[config.mk]
export PLATFORM = sky130hd
export DESIGN_NAME = led_pattern_gen
export DESIGN_NICKNAME = d
export VERILOG_FILES = /design/src/rtl/led_pattern_gen.sv
export SDC_FILE = /design/constraint.sdc
export NUM_CORES = 1
export LEC_CHECK = 0
export CORE_MARGIN = 2
export CORE_UTILIZATION = 55
export CTS_CLUSTER_DIAMETER = 60
export DETAILED_ROUTE_END_ITERATION = 8
export GPL_TIMING_DRIVEN = 0
export PLACE_DENSITY = 0.71
export SYNTH_ARGS = -nofsm -noshare
export SYNTH_HDL_FRONTEND = slang
export SYNTH_SLANG_ARGS = --single-unit
[constraint.sdc]
create_clock -name clk -period 12.2 [get_ports clk]
set_clock_uncertainty 0.15 [all_clocks]
set_input_delay 2.44 -clock clk [delete_from_list [all_inputs] [get_ports clk]]
set_output_delay 2.44 -clock clk [all_outputs]
set_load 0.05 [all_outputs]
[src/rtl/led_pattern_gen.sv]
// Multi-channel LED pattern generator: shared tick prescaler plus per-channel OFF/ON/BLINK/BURST engines.
// Optional build macro LED_PWM_DIM_EN adds a per-channel 4-bit duty setting for ON-phase dimming.
`timescale 1ns/1ps

module led_pattern_gen #(
  parameter int CLK_HZ   = 12000000,
  parameter int TICK_HZ  = 1000,
  parameter int NUM_CH   = 5,
  parameter int PER_W    = 16,
  parameter int BURST_W  = 4,
  parameter int RST_HALF = 500
) (
  input  logic                                        clk,
  input  logic                                        rst_n,
  input  logic                                        cfg_we,
  input  logic [((NUM_CH > 1) ? $clog2(NUM_CH) : 1)-1:0] cfg_ch,
  input  logic [1:0]                                  cfg_mode,
  input  logic [PER_W-1:0]                            cfg_half,
  input  logic [BURST_W-1:0]                          cfg_cnt,
`ifdef LED_PWM_DIM_EN
  input  logic [3:0]                                  cfg_duty,
`endif
  output logic                                        tick,
  output logic [NUM_CH-1:0]                           led
);

  localparam int CH_W = (NUM_CH > 1) ? $clog2(NUM_CH) : 1;
  localparam int DIV  = CLK_HZ / TICK_HZ;
  localparam int PS_W = (DIV > 1) ? $clog2(DIV) : 1;
  localparam int CW   = PER_W + 2;  // wide enough for the 4*Hm gap count

  typedef enum logic [1:0] {
    M_OFF   = 2'b00,
    M_ON    = 2'b01,
    M_BLINK = 2'b10,
    M_BURST = 2'b11
  } mode_e;

  typedef enum logic [1:0] {
    B_ON  = 2'd0,
    B_OFF = 2'd1,
    B_GAP = 2'd2
  } bst_e;

  if (DIV < 2) begin : g_div_check
    $error("led_pattern_gen: CLK_HZ/TICK_HZ must be at least 2");
  end
  if (NUM_CH < 1 || NUM_CH > 16) begin : g_ch_check
    $error("led_pattern_gen: NUM_CH must be in 1..16");
  end

  logic [PS_W-1:0] pre_cnt;
  logic            wrap;

  assign wrap = (pre_cnt == PS_W'(DIV - 1));
  assign tick = wrap;

  // NOTE: sequential state uses non-blocking assignments so every register samples pre-edge values.
  always_ff @(posedge clk or negedge rst_n) begin
    if (!rst_n) pre_cnt <= '0;
    else        pre_cnt <= wrap ? '0 : pre_cnt + PS_W'(1);
  end

`ifdef LED_PWM_DIM_EN
  logic [3:0] pwm_cnt;

  always_ff @(posedge clk or negedge rst_n) begin
    if (!rst_n) pwm_cnt <= '0;
    else        pwm_cnt <= pwm_cnt + 4'd1;
  end
`endif

  for (genvar i = 0; i < NUM_CH; i++) begin : g_ch
    mode_e              mode_q, mode_d;
    bst_e               bst_q, bst_d;
    logic [PER_W-1:0]   half_q, half_d, hm;
    logic [BURST_W-1:0] cnt_q, cnt_d, pulse_q, pulse_d;
    logic [CW-1:0]      ctr_q, ctr_d, ctr_inc;
    logic               lvl_q, lvl_d, led_q, led_d, on_d;
    logic               wr, ph_last, gap_last;
`ifdef LED_PWM_DIM_EN
    logic [3:0]         duty_q, duty_d;
`endif

    // Out-of-range channel numbers match no channel, so such writes are dropped.
    assign wr       = cfg_we && (cfg_ch == CH_W'(i));
    assign hm       = (half_q == '0) ? PER_W'(1) : half_q;
    assign ph_last  = (ctr_q == CW'(hm) - CW'(1));
    assign gap_last = (ctr_q == {hm, 2'b00} - CW'(1));
    assign ctr_inc  = ctr_q + CW'(1);

    always_ff @(posedge clk or negedge rst_n) begin
      if (!rst_n) begin
        mode_q  <= (i == 0) ? M_BLINK : M_OFF;
        half_q  <= (i == 0) ? PER_W'(RST_HALF) : '0;
        cnt_q   <= '0;
        pulse_q <= '0;
        ctr_q   <= '0;
        bst_q   <= B_ON;
        lvl_q   <= 1'b1;
        led_q   <= (i == 0);
`ifdef LED_PWM_DIM_EN
        duty_q  <= 4'd15;
`endif
      end else begin
        mode_q  <= mode_d;
        half_q  <= half_d;
        cnt_q   <= cnt_d;
        pulse_q <= pulse_d;
        ctr_q   <= ctr_d;
        bst_q   <= bst_d;
        lvl_q   <= lvl_d;
        led_q   <= led_d;
`ifdef LED_PWM_DIM_EN
        duty_q  <= duty_d;
`endif
      end
    end

    // NOTE: every output of this block gets a default first, so no path can infer a latch.
    always_comb begin
      mode_d  = mode_q;
      half_d  = half_q;
      cnt_d   = cnt_q;
      pulse_d = pulse_q;
      ctr_d   = ctr_q;
      bst_d   = bst_q;
      lvl_d   = lvl_q;
`ifdef LED_PWM_DIM_EN
      duty_d  = duty_q;
`endif
      if (wr) begin
        // A write takes precedence over a tick arriving in the same cycle.
        mode_d  = mode_e'(cfg_mode);
        half_d  = cfg_half;
        cnt_d   = cfg_cnt;
        pulse_d = '0;
        ctr_d   = '0;
        bst_d   = B_ON;
        lvl_d   = 1'b1;
`ifdef LED_PWM_DIM_EN
        duty_d  = cfg_duty;
`endif
      end else if (tick) begin
        case (mode_q)
          M_BLINK: begin
            ctr_d = ph_last ? '0 : ctr_inc;
            if (ph_last) lvl_d = ~lvl_q;
          end
          M_BURST: begin
            case (bst_q)
              B_ON: begin
                ctr_d = ph_last ? '0 : ctr_inc;
                if (ph_last) begin
                  bst_d   = B_OFF;
                  pulse_d = pulse_q + BURST_W'(1);
                end
              end
              B_OFF: begin
                ctr_d = ph_last ? '0 : ctr_inc;
                if (ph_last) bst_d = (pulse_q < cnt_q) ? B_ON : B_GAP;
              end
              default: begin
                ctr_d = gap_last ? '0 : ctr_inc;
                if (gap_last) begin
                  bst_d   = B_ON;
                  pulse_d = '0;
                end
              end
            endcase
          end
          default: ;
        endcase
      end

      case (mode_d)
        M_ON:    on_d = 1'b1;
        M_BLINK: on_d = lvl_d;
        M_BURST: on_d = (bst_d == B_ON) && (cnt_d != '0);
        default: on_d = 1'b0;
      endcase
`ifdef LED_PWM_DIM_EN
      led_d = on_d && (pwm_cnt <= duty_d);
`else
      led_d = on_d;
`endif
    end

    assign led[i] = led_q;
  end

endmodule
==> images/clock_wires.png <==
Scale: 2 px per um.
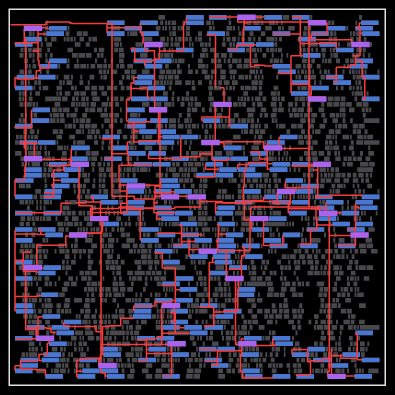
[red] clock wires | length: 3680 um
[purple] clock-net drivers | count: 31
[blue] flip-flops | count: 254
routed clock nets: 32
flops lie: widely spread
power in the clock group: 968 uW
power share of the clock group: 34.4%
Clk Latency, worst-skew pair: 590 ps

==> impl_summary.log <==
[flow] final metrics
[metrics] xor/xnor share: 8.64%
[metrics] flip-flop and latch count after synthesis: 254
[metrics] number of setup violations in the final report: 0
[metrics] Multi-input gate area: 0.0111 sq mm
[metrics] maximum clock insertion buffer count: 3
[metrics] cell breakdown of the critical path: clkbuf_1, nor2_1, nand2b_1, nor2_1, nor2_1, ha_1, nor3b_1, a31oi_1, a2111oi_0, nand4b_1, a211o_1, or3_1, a2111oi_0, a211o_1, clkbuf_1, clkbuf_1, a21oi_1, a21o_1
[metrics] mean instance size in the synthesized netlist: 8.05 sq um
[metrics] DP Wirelength: 39800 um
[metrics] status: finished, final reports clean
[metrics] logic share of the area: 54.3%
[metrics] post-synthesis simple-gate area fraction: 27.4%
[metrics] clk cell area share: 5.27%
[metrics] leakage: 8.51 nW
[metrics] Net Count, Synth: 2355
[metrics] Largest cell class: logic gates
[metrics] headroom to the max-slew limit: 6.98%
[metrics] fin util: 61.7%
[metrics] number of diodes: 0
[metrics] flop2flop setup slack: 5930 ps
[metrics] Worst Setup SP: g_ch[2].half_q[4]$_DFFE_PN0P_
[metrics] OpenROAD warning count: 30
[metrics] share of the synthesized area in the top cell type: 32.6%
[metrics] clock edge transition at the registers on the reported setup and hold paths: 60 ps
[metrics] number of sequential cells: 254
[metrics] most common library cell in the layout ignoring fill and taps: sky130_fd_sc_hd__nand2_1
[metrics] DR top layer: met4
[metrics] sequential fraction of the synthesis area: 34.5%
[metrics] Final Hold Violation Tally: 0
[metrics] element type at the critical path end: flip-flop
[metrics] source of the worst hold timing path: pre_cnt[0]$_DFF_PN0_
[metrics] main logic family after synthesis: simple AND/OR/NAND/NOR gates
[metrics] routed wl met3: 3620 um
[metrics] Storage cell area: 0.00637 sq mm
[metrics] worst path bufs/invs: 3
[metrics] summed instance area of the synthesized netlist: 0.0185 sq mm
[metrics] width of the chip: 187 um
[metrics] global route total overflow: 0
[metrics] most crowded layer after global routing: met2
[metrics] drt first pass iters: 7
[metrics] Synth top cells by count: sky130_fd_sc_hd__nand2_1, sky130_fd_sc_hd__dfrtp_1, sky130_fd_sc_hd__o21ai_0
[metrics] met3 demand-to-capacity share in global routing: 3.85%
[metrics] Critical Path End: g_ch[2].ctr_q[12]$_DFFE_PN0P_
[metrics] worst hold margin: 336 ps
[metrics] average vias per placed instance: 6.19
[metrics] CP max stage cell: sky130_fd_sc_hd__nor3b_1
[metrics] Slew @ Worst Pin: 1360 ps
[metrics] RSZ-0062 raised after global routing: no
[metrics] peak ir drop on the vdd network: 0.115 mV
[metrics] Non-Clock Buffer Area Fraction: 5.14%
[metrics] number of antenna violations at the first check in global routing: 0
==> images/port_trees.png <==
Scale: 1.5 px per um.
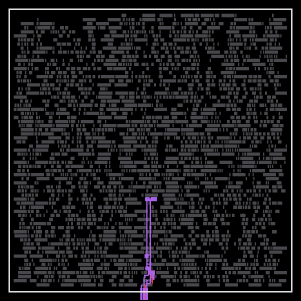
| color | port | direction | edge | end cells | buffers | wire |
|---|---|---|---|---|---|---|
| red | cfg_we | input | bottom | 3 | 1 | 16.2 um |
| purple | cfg_ch | input | bottom | 10 | 3 | 169 um |
Port-buffer cells: 32
Ports: 34

==> sequential cells by signal, summed over array words and instances (netlist names) <==
| name | flops |
|---|---|
| g_ch.bst_q | 10 |
| g_ch.mode_q | 10 |
| g_ch.ctr_q | 90 |
| g_ch.pulse_q | 20 |
| pre_cnt | 14 |
| g_ch.led_q | 5 |
| g_ch.lvl_q | 5 |
| g_ch.half_q | 80 |
| g_ch.cnt_q | 20 |
==> stage by stage <==
stage               cell area [sq um]  TNS [ps]  power, mW  std cells
detailed placement              19400         0       1.84       2780
global route                    20500         0       2.95       2839
floorplan                       18500         0       1.60       2296
global placement                19400   -631920       1.82       2776
CTS                             20500         0       2.81       2838
finish                          20500         0       2.81       2839
==> power breakdown <==
part	switching (mW)	internal (mW)
Sequential	0.0837	0.933
Clock	0.396	0.572
Combinational	0.516	0.313
Power is estimated from default activity; no workload was simulated.
